## src/rtl/fifo_control.sv

```systemverilog
// Pointer, occupancy and flag controller for a dual-port FIFO memory.
// Accepts push/pop requests, drives memory strobes/addresses and reports status.
module fifo_control #(
    parameter int ADDR_WIDTH      = 8,
    parameter int ALMOST_FULL_TH  = 2**ADDR_WIDTH - 2,
    parameter int ALMOST_EMPTY_TH = 2
) (
    input  logic                  clk,
    input  logic                  reset_L,
    input  logic                  push,
    input  logic                  pop,
    output logic [ADDR_WIDTH-1:0] wr_ptr,
    output logic [ADDR_WIDTH-1:0] rd_ptr,
    output logic                  write_enable,
    output logic                  read_enable,
    output logic [ADDR_WIDTH:0]   count,
    output logic                  full,
    output logic                  empty,
    output logic                  almost_full,
    output logic                  almost_empty,
    output logic                  valid_out,
    output logic                  overflow_err,
    output logic                  underflow_err
);

    localparam int CW = ADDR_WIDTH + 1;
    localparam logic [ADDR_WIDTH:0] DEPTH_C = CW'(1) << ADDR_WIDTH;
    localparam logic [ADDR_WIDTH:0] AF_TH_C = CW'(ALMOST_FULL_TH);
    localparam logic [ADDR_WIDTH:0] AE_TH_C = CW'(ALMOST_EMPTY_TH);

    // Status flags decoded from the registered occupancy
    always_comb begin
        full         = (count == DEPTH_C);
        empty        = (count == CW'(0));
        almost_full  = (count >= AF_TH_C);
        almost_empty = (count <= AE_TH_C);
    end

    // Request acceptance; strobes are held low while reset is asserted
    always_comb begin
        write_enable = 1'b0;
        read_enable  = 1'b0;
        if (reset_L) begin
            write_enable = push & ~full;
            read_enable  = pop & ~empty;
        end else begin
            write_enable = 1'b0;
            read_enable  = 1'b0;
        end
    end

    // Pointer and occupancy state; pointers wrap naturally at DEPTH
    always_ff @(posedge clk or negedge reset_L) begin
        if (!reset_L) begin
            wr_ptr <= {ADDR_WIDTH{1'b0}};
            rd_ptr <= {ADDR_WIDTH{1'b0}};
            count  <= {CW{1'b0}};
        end else begin
            if (write_enable) begin
                wr_ptr <= wr_ptr + ADDR_WIDTH'(1);
            end
            if (read_enable) begin
                rd_ptr <= rd_ptr + ADDR_WIDTH'(1);
            end
            case ({write_enable, read_enable})
                2'b10:   count <= count + CW'(1);
                2'b01:   count <= count - CW'(1);
                default: count <= count;
            endcase
        end
    end

    // Read-data valid tracking and sticky error capture
    always_ff @(posedge clk or negedge reset_L) begin
        if (!reset_L) begin
            valid_out     <= 1'b0;
            overflow_err  <= 1'b0;
            underflow_err <= 1'b0;
        end else begin
            valid_out     <= read_enable;
            overflow_err  <= overflow_err | (push & full);
            underflow_err <= underflow_err | (pop & empty);
        end
    end

endmodule

```

## config.mk

```make
export PLATFORM = sky130hd
export DESIGN_NAME = fifo_control
export DESIGN_NICKNAME = d
export VERILOG_FILES = /design/src/rtl/fifo_control.sv
export SDC_FILE = /design/constraint.sdc
export NUM_CORES = 1
export LEC_CHECK = 0
export CAP_MARGIN = 15
export CORE_MARGIN = 2
export CORE_UTILIZATION = 45
export CTS_CLUSTER_DIAMETER = 60
export DETAILED_ROUTE_END_ITERATION = 7
export PLACE_DENSITY = 0.82
export SYNTH_ARGS = -nofsm -noshare
export SYNTH_HDL_FRONTEND = slang
export SYNTH_SLANG_ARGS = --single-unit
```

## constraint.sdc

```tcl
create_clock -name clk -period 2.7 [get_ports clk]
set_input_delay 0.54 -clock clk [delete_from_list [all_inputs] [get_ports clk]]
set_output_delay 0.54 -clock clk [all_outputs]
set_load 0.05 [all_outputs]
```

Fig. 1: zoomed window
The bar under the picture is 10 microns long. Window x 17 to 47, y 17 to 47 microns. Cells in gray, sequential cells in the stronger gray; small squares are vias.
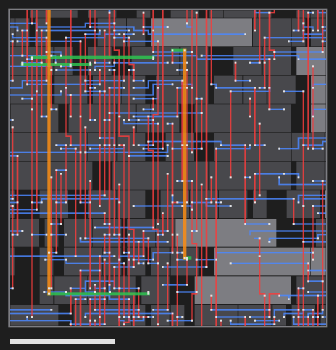
[met3] green
[met4] orange
[met2] red
[met1] blue
netlist names of flops here include: count (2), wr_ptr (2)
sequential cells in the window: 4
cells with their middle in the window: 78
most frequent: buf_4 (17)

Fig. 2: clock wiring as the flow saved it
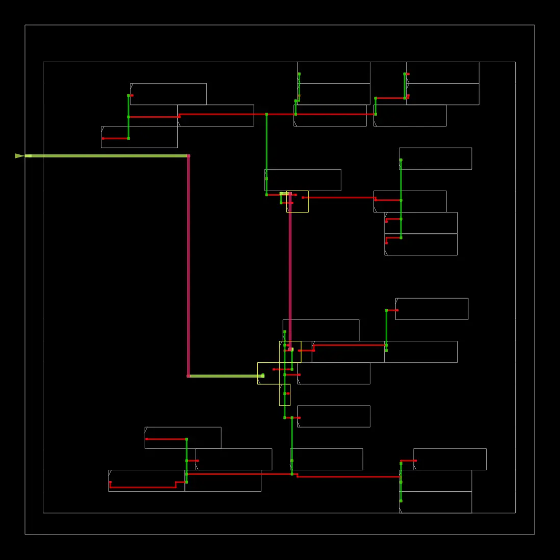
Clock Skew: 0.007988 ns
total clock buffers created by CTS: 3
Sinks on Clock Net: 28
flip-flops: 28
# clk buffers: 4

Fig. 3: met1 routing
Supply wires on this layer in gray.
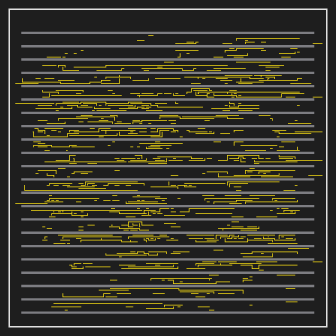
longest straight run: 24.8 microns
nets with wire on the layer: 220
wire length on this layer: 1730 microns
share of all routed wire: 42%
main direction: horizontal

Fig. 4: wires at chosen ports, followed through buffers
The bar under the picture is 20 microns long.
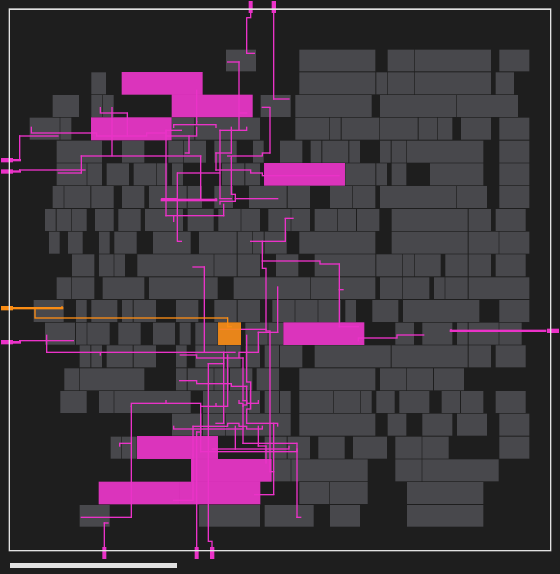
[almost_full] orange | bits: 1 | direction: output | end cells: 1 | buffers: 1 | wire: 31.4 microns
[count] magenta | bits: 9 | direction: output | end cells: 9 | buffers: 16 | wire: 590 microns

==> datasheet_impl.txt <==
Implementation parameters

Parameter                              Value

Setup path
  Kind of cell adding the most delay to the critical path .................. simple AND/OR/NAND/NOR gates
  Origin of the worst setup path .................. count[2]
  CP bufs+invs .................. 2
  Arrival time at the worst endpoint .................. 2.99 ns
  Peak fanout along the critical path .................. 8
  Reg2Reg Depth .................. 11
  Class of the most critical setup path .................. register to register
  Type of destination of the critical path .................. register
  Crit path launch type .................. register
  Reg-to-Reg End .................. count[8]
  CP Capture Point .................. count[8]
  Reg-to-reg critical path startpoint .................. count[2]

Die
  Area of the core .................. 3416 sq um
  Core Util at FP .................. 48.24%
  Die outline width .................. 64.52 microns
  Row cnt .................. 21

Clock network
  Clock network latency to the later pin of the worst-skew pair .................. 0.32 ns
  Depth of the CTS H-tree .................. 1
  Buffer cell driving the clock tree root .................. clkbuf_4
  Hold buffer count at cts .................. 0
  Clock tree from TritonCTS .................. built

Power
  Portion of total power attributed to the clock network .................. 5.6%
  Combinational share of power .................. 68.6%
  Clk pwr .................. 0.000171 W
  Pwr/cell area .................. 1212 nW/um^2
  Total internal power .................. 0.001512 W
  Power in sequential cells .................. 0.000785 W
  Net load switching power .................. 0.001528 W
  Sequential cell fraction of total power .................. 25.8%
  Max power group .................. combinational logic
  Power dissipated in combinational cells .................. 0.00208 W

Final layout
  Number of antenna diodes .................. 0
  Proportion of layout cells with a drive suffix above 1 .................. 34.19%
  Top library cells by usage in the layout, fill and taps aside .................. buf_4 (37), clkdlybuf4s50_1 (32), nand2_1 (20)
  Clock distribution area overhead in the final layout .................. 1.047%
  Sequential standard cell area .................. 711.9 sq um
  Inverters excl. clock .................. 12
  Share of cell area taken by flip-flops and latches .................. 28.38%
  Total of fill cells in the finished design .................. 242
  Layout Utilization .................. 73.44%
  Combinational gate area .................. 996.0 sq um
  Most frequent standard cell in the layout excluding fill and tap cells .................. buf_4

Synthesis
  Dominant non-sequential cell family after synthesis .................. simple AND/OR/NAND/NOR gates
  Compound-gate portion of the synthesized area .................. 13.90%
  Fraction of post-synthesis cell area in the top cell type by area .................. 42.52%
  Number of different library cells in the post-synthesis netlist .................. 39
  Synth Seq Share .................. 42.52%
  Number of enable-type register cells in the synthesized netlist .................. 0
  Most common cell in the synthesized netlist .................. dfrtp_1
  Flip-flop and latch count after synthesis .................. 28
  Adder Share, Synth .................. 8.808%
  Synthesized instance count .................. 159
  Cell types occupying the most area after synthesis .................. dfrtp_1 (43%), ha_1 (7.6%), xnor2_1 (6.9%), nand2_1 (4.6%), xor2_1 (3.7%)
  Synthesized-area fraction occupied by and/or/nand/nor cells .................. 20.27%
  Proportion of synthesized flip-flops having asynchronous set or reset .................. 100.0%
  Yosys Warn Count .................. 0
  Floorplan Nets .................. 174
  XOR Share, Synth .................. 10.63%

Placed design
  Half-perimeter wire length after placement .................. 3.296 mm
  Input/output buffers .................. 37

Drt
  Final routed wirelength across all metal layers .................. 4.110 mm
  Total iterations of the first detailed-routing run .................. 4
  Metal1 wirelength .................. 1.729 mm
  WL met3 .................. 128 microns

Run status
  Violations in the final reports .................. setup timing
  Outcome .................. complete, but fails checks

Worst hold path
  Endpoint of the worst hold-timing path .................. wr_ptr[7]
  Hold-critical path depth .................. 1

STA
  Final number of setup-violating endpoints .................. 1
  Fraction of the cycle the final worst path needs .................. 101.2%
  Highest attainable clock frequency .................. 365.9 MHz
  Crit path time final .................. 2.733 ns
  Slew Viols, Final .................. 0
  Worst setup margin .................. -0.03302 ns

Flow run
  Tool Warnings .................. 29
  Tally of max-capacitance violations .................. 0

GRT
  Pin count of the biggest net entering global routing .................. 29
  Global Route met3 Usage .................. 2.778%
  Wire length of the first global-routing pass .................. 6.969 mm
  Remaining global-route overflow .................. 0
## flip-flops by register name, summed over array words and instances (netlist names)
signal         count
count              9
valid_out          1
rd_ptr             8
underflow_err      1
wr_ptr             8
overflow_err       1
## stage by stage
stage	instances	setup slack [ns]	setup TNS (ns)	cell area (sq um)	power, W
2_1_floorplan	159	-0.2235	-0.4189	1733	0.002024
3_3_place_gp	271	-0.1617	-0.5306	2411	0.002718
3_5_place_dp	271	-0.3032	-0.9176	2411	0.002794
4_1_cts	278	-0.03732	-0.03732	2464	0.003003
5_1_grt	280	-0.1856	-0.2083	2509	0.003232
6_report	280	-0.03302	-0.03302	2509	0.003040
No activity file was given, so power comes from the tool's default toggle rates.
